`src/rtl/uart_rx.sv`:
```
// 8N1 serial receiver: synchronizes rx, samples each bit at its midpoint and
// emits one-cycle rx_ready / frame_error strobes.
module uart_rx #(
  parameter int unsigned CLK_FREQ  = 100_000_000,
  parameter int unsigned BAUD_RATE = 115200
) (
  input  logic       clk,
  input  logic       reset,
  input  logic       rx,
  output logic [7:0] rx_data,
  output logic       rx_ready,
  output logic       frame_error,
  output logic       busy
);

  localparam int unsigned CLKS_PER_BIT = CLK_FREQ / BAUD_RATE;
  localparam int unsigned HALF_BIT     = CLKS_PER_BIT / 2;
  localparam int unsigned CntW         = $clog2(CLKS_PER_BIT);

  localparam logic [CntW-1:0] CntHalf = CntW'(HALF_BIT - 1);
  localparam logic [CntW-1:0] CntFull = CntW'(CLKS_PER_BIT - 1);

  if (CLKS_PER_BIT < 4) begin : gen_param_check
    $error("uart_rx: CLKS_PER_BIT must be at least 4");
  end

  typedef enum logic [2:0] {StIdle, StStart, StData, StStop, StBreak} state_e;

  state_e          state_q, state_d;
  logic [CntW-1:0] cnt_q, cnt_d;
  logic [2:0]      bit_idx_q, bit_idx_d;
  logic [7:0]      shreg_q, shreg_d;
  logic [7:0]      rx_data_q, rx_data_d;
  logic            rx_ready_q, rx_ready_d;
  logic            frame_error_q, frame_error_d;
  logic            rx_meta_q, rx_sync_q;

  // Synchronizer idles high so reset never looks like a start edge.
  always_ff @(posedge clk) begin
    if (reset) begin
      rx_meta_q <= 1'b1;
      rx_sync_q <= 1'b1;
    end else begin
      rx_meta_q <= rx;
      rx_sync_q <= rx_meta_q;
    end
  end

  always_ff @(posedge clk) begin
    if (reset) begin
      state_q       <= StIdle;
      cnt_q         <= '0;
      bit_idx_q     <= '0;
      shreg_q       <= '0;
      rx_data_q     <= '0;
      rx_ready_q    <= 1'b0;
      frame_error_q <= 1'b0;
    end else begin
      state_q       <= state_d;
      cnt_q         <= cnt_d;
      bit_idx_q     <= bit_idx_d;
      shreg_q       <= shreg_d;
      rx_data_q     <= rx_data_d;
      rx_ready_q    <= rx_ready_d;
      frame_error_q <= frame_error_d;
    end
  end

  always_comb begin
    state_d       = state_q;
    cnt_d         = cnt_q;
    bit_idx_d     = bit_idx_q;
    shreg_d       = shreg_q;
    rx_data_d     = rx_data_q;
    rx_ready_d    = 1'b0;
    frame_error_d = 1'b0;
    unique case (state_q)
      StIdle: begin
        cnt_d = '0;
        if (!rx_sync_q) state_d = StStart;
      end
      StStart: begin
        if (cnt_q == CntHalf) begin
          cnt_d     = '0;
          bit_idx_d = '0;
          // A start bit that is high again at its midpoint was a glitch.
          state_d   = rx_sync_q ? StIdle : StData;
        end else begin
          cnt_d = cnt_q + CntW'(1);
        end
      end
      StData: begin
        if (cnt_q == CntFull) begin
          cnt_d     = '0;
          shreg_d   = {rx_sync_q, shreg_q[7:1]};
          bit_idx_d = bit_idx_q + 3'd1;
          if (bit_idx_q == 3'd7) state_d = StStop;
        end else begin
          cnt_d = cnt_q + CntW'(1);
        end
      end
      StStop: begin
        if (cnt_q == CntFull) begin
          cnt_d = '0;
          if (rx_sync_q) begin
            rx_data_d  = shreg_q;
            rx_ready_d = 1'b1;
            state_d    = StIdle;
          end else begin
            frame_error_d = 1'b1;
            state_d       = StBreak;
          end
        end else begin
          cnt_d = cnt_q + CntW'(1);
        end
      end
      StBreak: begin
        cnt_d = '0;
        if (rx_sync_q) state_d = StIdle;
      end
      default: state_d = StIdle;
    endcase
  end

  assign rx_data     = rx_data_q;
  assign rx_ready    = rx_ready_q;
  assign frame_error = frame_error_q;
  assign busy        = (state_q != StIdle);

endmodule

```
`config.mk`:
```
export PLATFORM = sky130hd
export DESIGN_NAME = uart_rx
export DESIGN_NICKNAME = d
export VERILOG_FILES = /design/src/rtl/uart_rx.sv
export SDC_FILE = /design/constraint.sdc
export NUM_CORES = 1
export LEC_CHECK = 0
export ABC_AREA = 1
export CORE_ASPECT_RATIO = 1.25
export CORE_MARGIN = 2
export CORE_UTILIZATION = 56
export CTS_BUF_LIST = sky130_fd_sc_hd__clkbuf_16
export CTS_CLUSTER_SIZE = 20
export DETAILED_ROUTE_END_ITERATION = 10
export HOLD_SLACK_MARGIN = 0.06
export PLACE_DENSITY = 0.77
export SETUP_SLACK_MARGIN = 0.4
export SLEW_MARGIN = 20
export SYNTH_ARGS = -nofsm -noshare
export SYNTH_HDL_FRONTEND = slang
export SYNTH_SLANG_ARGS = --single-unit
```
`constraint.sdc`:
```
create_clock -name clk -period 2 [get_ports clk]
set_input_delay 0.4 -clock clk [delete_from_list [all_inputs] [get_ports clk]]
set_output_delay 0.4 -clock clk [all_outputs]
set_load 0.01 [all_outputs]
```
Figure 1. Routed metal per tile.
11 x 13 tiles, from dark blue (low) to red (high), scaled to the fullest tile. Values are wire area over tile area, all layers added.
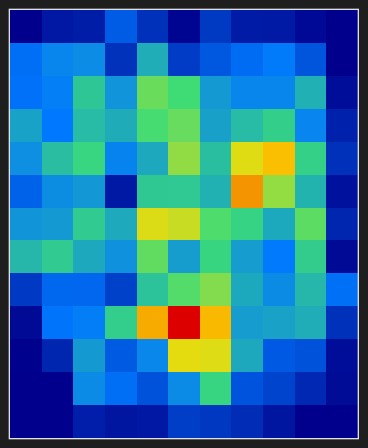
emptiest ninth of the die: bottom left
mean over tiles: 0.15
densest ninth of the die: middle
nearly empty tiles: 8.4%
tiles over half the peak: 15%
fullest tile: 0.50

Figure 2. Clock network drawn from the DEF.
The bar under the picture is 20 um long.
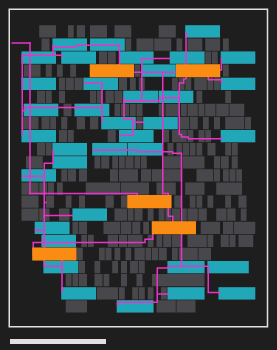
[orange] clock drivers | count: 5
[cyan] flip-flops | count: 36
[magenta] clock wires | length: 446 um
flops lie: widely spread

==> results.toml <==
# implementation run metrics
[timing]
period_minus_slack_ps = 1560
drv_slew = 0
finalSetupTns_ps = 0
finalCritPeriodShare_pct = 77.8
layout_setup_ws_ps = 444
hold_viol = 0
whs_ps = 408
fin_skew_ps = 6.05
rsz0062_at_grt = "true"
worst_pin_slew_ps = 445
fmax_ghz = 0.643
slew_headroom_pct = 70.3

[synth]
yosysWarnings = 0
synth_area_mm2 = 0.00170
largest_area_cell = "dfxtp_1"
ys.flops = 36
ys_cells = 228
edf_count = 0
top_area_share_pct = 42.3
yosys.cell_count.top_type = "nand2_1"
ys_types = 28
yosys_area_mm2 = 0.00170
synthCells = 228
flop_cell = "dfxtp_1"
syn_area_per_cell_um2 = 7.47
synth_seq_share_pct = 42.3

[critical_path]
cp-startpoint = "rx_data[5]$_SDFFE_PP0P_"
cpPeakStageDelay_ps = 540
cp-end-kind = "output port"
start_kind = "register"
critPathTopFamily = "buffers and inverters"
arrival_ps = 1160
crit_buf_inv = 1
path_cells = "clkdlybuf4s50_1"
cp_max_fo = 2
r2r_start = "cnt_q[0]$_SDFFE_PP0P_"

[global_route]
grt_pass1_wl_um = 5380
grt_max_degree = 17
grt_antenna_before_repair = 0
grt_use_total_pct = 21.6
grt_pass1_vias = 1299

[clock_network]
cts.clk_slew.worst_paths_ps = 50
cts_tree = "done"
cts.sinks = 36
root_buffer = "clkbuf_16"
clk_latency_ps = 280
clock_path_buffers = 2
h-tree-depth = 2

[drt]
dr.first_iter.drc_count = 28
drt-total-wl_um = 3290
ant_nets = 0
drc_errors = 0
vias = 1441
first_pass_iters = 4
wl_per_cell_um = 11.5
viasPerCell = 5.04

[final_layout]
layout-drive-gt1-share_pct = 17.6
layout.nets = 256
logic_area_um2 = 870
flop_area_um2 = 729
fillers = 242
final_cells = 286
stdcell_area_mm2 = 0.00210
diodes = 0

[power]
power_density_mw_per_mm2 = 1150
switching_power_mw = 0.776
p_sw_share_pct = 32.1
ir_drop_mv = 1.27
p_leak_nw = 0.885
total_power_mw = 2.42
pwr-share-comb_pct = 28.7
seqPwrFrac_pct = 35.9

[placed_design]
detailed_place_hpwl_um = 2190
placed_cell_area_mm2 = 0.00188
dp.cells = 275
routabilityCongestion = 0.852
portBuffers = 13

[run]
log.warning_count = 28
max_cap_viol_count = 0

[floorplan]
core-area_mm2 = 0.00292
chip_area_mm2 = 0.00350
ioPinCount = 14

[run_status]
status = "complete, no violations"
Figure 3. Drive-strength map.
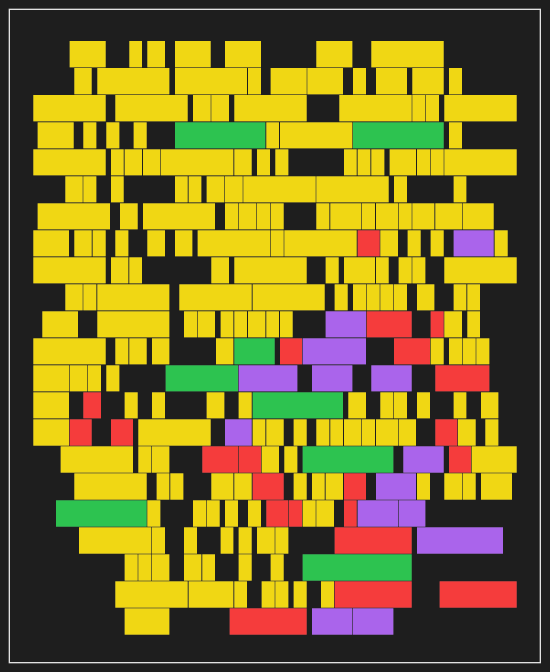
| colour | size | cells | share |
|---|---|---|---|
| yellow | _0 and _1 cells | 206 | 82% |
| green | _6 and larger | 8 | 3.2% |
| purple | _3 and _4 cells | 14 | 5.6% |
| red | _2 cells | 22 | 8.8% |

-- power by group through the flow --
| stage | Clock, mW | Sequential, mW | Combinational, mW |
|---|---|---|---|
| detailed placement | 0 | 0.865 | 0.651 |
| CTS | 0.873 | 0.862 | 0.685 |
| floorplan | 0 | 0.850 | 0.518 |
| global placement | 0 | 0.861 | 0.643 |
| global route | 0.908 | 0.879 | 0.800 |
| finish | 0.856 | 0.867 | 0.694 |
-- layout by cell type (no fill, tap or decap), types with 2 or more instances in the layout --
master           netlist  final
nand2_2                3      3
o21ai_0               17     17
nand4_1                3      3
nand3_1               10      9
a21oi_1               16     15
ha_1                   4      3
nor3_1                 2      2
nand2_4                2      3
inv_1                 28     29
inv_2                  3      3
nor2_4                 5      6
or2_2                  4      4
buf_4                  0      2
xor2_1                 4      4
clkdlybuf4s50_1        0     12
dfxtp_1               36     31
nand2_1               39     38
nand3_2                1      2
nor2_1                38     38
nor2_2                 3      2
clkbuf_16              0      5
dfxtp_2                0      4
-- worst paths after layout --
check | endpoint | slack (ps) | cells past startpoint
hold reg to reg | rx_sync_q$_SDFF_PP1_ | 410 | 1
hold / removal | rx_sync_q$_SDFF_PP1_ | 410 | 1
setup / recovery | rx_data[5] | 440 | 1
setup reg to reg | state_q[1]$_SDFFE_PP0P_ | 510 | 10
-- state kept, by name (all words and copies together), names as in the netlist --
| name | cells |
|---|---|
| bit_idx_q | 3 |
| cnt_q | 10 |
| frame_error | 1 |
| rx_data | 8 |
| rx_meta_q | 1 |
| rx_ready | 1 |
| rx_sync_q | 1 |
| shreg_q | 8 |
| state_q | 3 |
-- area by class of cell --
class	instances	share of cell area [%]
multi-input cells	158	41.4
clock inverters	3	1.85
repair buffers	17	8.34
clock buffers	5	5.96
flip-flops and latches	36	34.7
inverters	31	5.54
well taps	36	2.15
-- cell families after synthesis --
| group | after synthesis | synth area share, % |
|---|---|---|
| adders and majority gates | 4 | 2.94 |
| xor gates and xnor gates | 5 | 2.57 |
| AOI/OAI and AO/OA | 35 | 10.6 |
| DFF | 36 | 42.3 |
| buffers and inverters | 34 | 8.01 |
| and+or+nand+nor | 114 | 33.6 |
-- what timing repair did --
item | CTS | global route
pin swaps | 2 | 2
hold buffers | 0 | 0
setup endpoints to repair | 15 | 32
setup buffers | 3 | 0
resized | 6 | 8
cloned | 0 | 0
-- layer usage --
layer / share of wire (%) / vias up / global-route usage, %
li1: - / 761 / -
met1: 42 / 647 / 22.5
met2: 52 / 27 / 37.3
met3: 3.6 / 6 / 6.82
met4: 2.6 / 0 / 11.2
met5: 0 / - / 0
-- worst register-to-register path: stages (launching register included) --
cell,delay [ps]
dfxtp_4,360
ha_2,200
nand3_2,120
nor2_4,190
nand2_4,90
nand2_1,80
nand2_1,80
inv_1,90
nand3_1,70
nand2_1,70
nor2_1,50
Power figures rest on the tool's default switching activity, not on a simulated workload.
